[src/rtl/enc_scan8.sv]
// enc_scan8: walks the set bits of an accepted 8-bit request vector and
// emits one binary bit index per valid/ready handshake. The scan runs from
// bit 0 upward by default, or from bit 7 downward when MSB_FIRST is set.
// An all-zero vector produces no beats and raises a one-cycle zero_err pulse.
module enc_scan8 #(
    parameter bit MSB_FIRST = 1'b0
) (
    input  logic       clk,
    input  logic       rst_n,
    input  logic [7:0] req,
    input  logic       req_valid,
    output logic       req_ready,
    output logic [2:0] code,
    output logic       code_valid,
    input  logic       code_ready,
    output logic       code_last,
    output logic       zero_err,
    output logic [3:0] frame_cnt
);

    typedef enum logic [0:0] {
        IDLE = 1'b0,
        EMIT = 1'b1
    } state_t;

    localparam logic [3:0] FRAME_CNT_MAX = 4'd8;

    state_t     state;
    state_t     state_next;
    logic [7:0] pending;
    logic [2:0] sel_idx;
    logic       one_left;
    logic       accept;
    logic       xfer;

    // Index of the lowest set bit. The loop runs downward so the last hit,
    // which wins, is the lowest one.
    function automatic logic [2:0] lowest_idx(input logic [7:0] v);
        logic [2:0] idx;
        idx = 3'd0;
        for (int i = 7; i >= 0; i--) begin
            if (v[i]) begin
                idx = 3'(i);
            end
        end
        return idx;
    endfunction

    // Index of the highest set bit. The loop runs upward so the last hit,
    // which wins, is the highest one.
    function automatic logic [2:0] highest_idx(input logic [7:0] v);
        logic [2:0] idx;
        idx = 3'd0;
        for (int i = 0; i <= 7; i++) begin
            if (v[i]) begin
                idx = 3'(i);
            end
        end
        return idx;
    endfunction

    // The scan order is a fixed elaboration choice; only one encoder is used.
    assign sel_idx = MSB_FIRST ? highest_idx(pending) : lowest_idx(pending);

    // Exactly one bit left: nonzero, and clearing the lowest set bit
    // leaves nothing.
    assign one_left = (pending != 8'h00) && ((pending & (pending - 8'd1)) == 8'h00);

    // State register; the synchronous reset drops any frame in progress.
    always_ff @(posedge clk) begin
        // NOTE: clocked state uses non-blocking assignments so every
        // register samples its inputs from before the edge, independent of
        // statement order or of other always_ff blocks.
        if (!rst_n) begin
            state <= IDLE;
        end else begin
            state <= state_next;
        end
    end

    // Next-state logic and handshake/output decode from the registered state.
    always_comb begin
        // NOTE: every output of this block gets a default first; a path
        // that leaves one unassigned would infer a latch.
        state_next = state;
        req_ready  = 1'b0;
        code_valid = 1'b0;
        code       = 3'd0;
        code_last  = 1'b0;
        accept     = 1'b0;
        xfer       = 1'b0;

        case (state)
            IDLE: begin
                req_ready = 1'b1;
                accept    = req_valid;
                // An empty vector has nothing to emit, so the FSM stays put
                // and only zero_err reports it.
                if (req_valid && (req != 8'h00)) begin
                    state_next = EMIT;
                end
            end
            EMIT: begin
                code_valid = 1'b1;
                code       = sel_idx;
                code_last  = one_left;
                xfer       = code_ready;
                // The final beat returns to IDLE; the next vector can be
                // taken no earlier than the following cycle.
                if (code_ready && one_left) begin
                    state_next = IDLE;
                end
            end
            default: begin
                state_next = IDLE;
            end
        endcase
    end

    // Pending vector, beat counter and zero-vector pulse.
    always_ff @(posedge clk) begin
        if (!rst_n) begin
            pending   <= 8'h00;
            frame_cnt <= 4'd0;
            zero_err  <= 1'b0;
        end else begin
            // zero_err is high only in the cycle right after an empty accept.
            zero_err <= accept && (req == 8'h00);

            if (accept) begin
                pending   <= req;
                frame_cnt <= 4'd0;
            end else if (xfer) begin
                // Retire the bit just handed downstream. A stalled beat
                // (code_ready low) leaves pending, and so code, untouched.
                pending <= pending & ~(8'd1 << sel_idx);
                if (frame_cnt != FRAME_CNT_MAX) begin
                    frame_cnt <= frame_cnt + 4'd1;
                end
            end
        end
    end

endmodule

[config.mk]
export PLATFORM = sky130hd
export DESIGN_NAME = enc_scan8
export DESIGN_NICKNAME = d
export VERILOG_FILES = /design/src/rtl/enc_scan8.sv
export SDC_FILE = /design/constraint.sdc
export NUM_CORES = 1
export LEC_CHECK = 0
export ABC_CLOCK_PERIOD_IN_PS = 2400
export CAP_MARGIN = 25
export CORE_MARGIN = 4
export CORE_UTILIZATION = 48
export CTS_CLUSTER_DIAMETER = 80
export CTS_CLUSTER_SIZE = 30
export DETAILED_ROUTE_END_ITERATION = 8
export PLACE_DENSITY_LB_ADDON = 0.3
export REMOVE_ABC_BUFFERS = 1
export SKIP_CTS_REPAIR_TIMING = 1
export SKIP_LAST_GASP = 1
export SYNTH_ARGS = -nofsm -noshare
export SYNTH_HDL_FRONTEND = slang
export SYNTH_SLANG_ARGS = --single-unit
[constraint.sdc]
create_clock -name clk -period 2.4 [get_ports clk]
set_clock_uncertainty 0.05 [all_clocks]
set_input_delay 0.36 -clock clk [delete_from_list [all_inputs] [get_ports clk]]
set_output_delay 0.36 -clock clk [all_outputs]
set_load 0.01 [all_outputs]
Power grid:
Scale bar: 10 um. Pins as bars on the die edge.
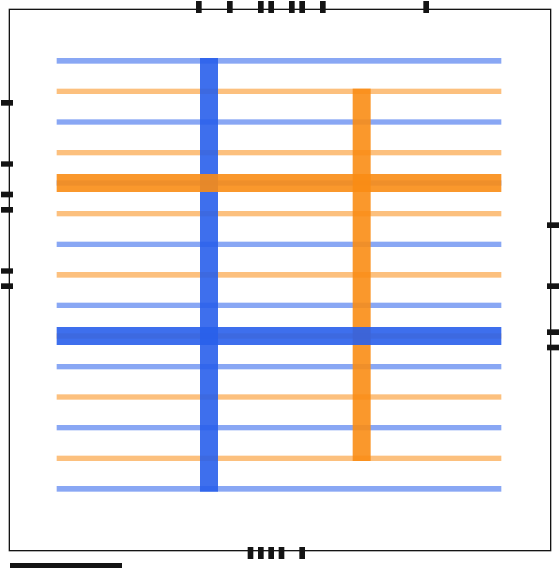
| colour | net |
|---|---|
| blue | VSS |
| orange | VDD |
met5 straps: 2
met4 straps: 2
signal pins: 23
worst-case vdd ir drop: 622 uV
Std-Cell Core Area: 1510 um^2
Die Y: 48.0 um

Cells coloured by class:
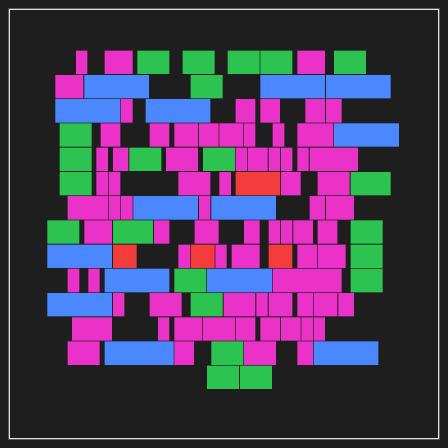
| colour | class | cells | share of their area |
|---|---|---|---|
| blue | flops | 14 | 27% |
| green | other buffers and delay cells | 22 | 22% |
| red | clock drivers and dummy loads | 4 | 3.5% |
| magenta | combinational and other logic | 75 | 48% |

Routed clock nets over the placement:
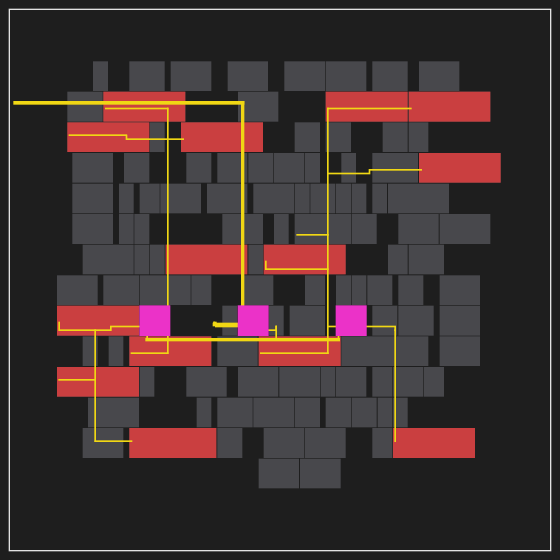
[red] flip-flops | count: 14
[yellow] clock wires | length: 206 um
[magenta] clock drivers | count: 3
routed clock nets: 4

==> notes.md <==
The run finished with clean final reports. Setup repair after global routing left no endpoint under its margin. The per-cell via count in the routed design was 5.81. Per the detail_route log, the uppermost layer with routed signals is met4. The share of the synthesized area in the top cell type came out at 0.364.

Wire segments on met3 add up to 115 um in the final route. The dominant power group in this design is registers. The class of the tightest hold or removal check is register to register. The layout report lists the combined flip-flop and latch area as 282 um^2. With the count of routing violations after the opening detailed-route iteration at 24, the fraction of the mapped netlist area in compound gates is 0.189. The commonest register cell is dfxtp_1. The largest registers in the layout are pending x8, frame_cnt x4. The sequential share of power was 0.456; the met3 usage in global routing was 0.0827. More flip-flops sit in one register than any other, and that register is pending. The final antenna diode tally reported by the flow is 0. The fraction of synthesized cell area in xor and xnor cells came out at 0.0455. Per the detail_route report, routed wire per instance is 14.6 um. In the final layout, excluding clock buffers the buffer count is 22.

The final report lists the setup-violating endpoint count as 0.
Power and IR drop assume default switching activity.
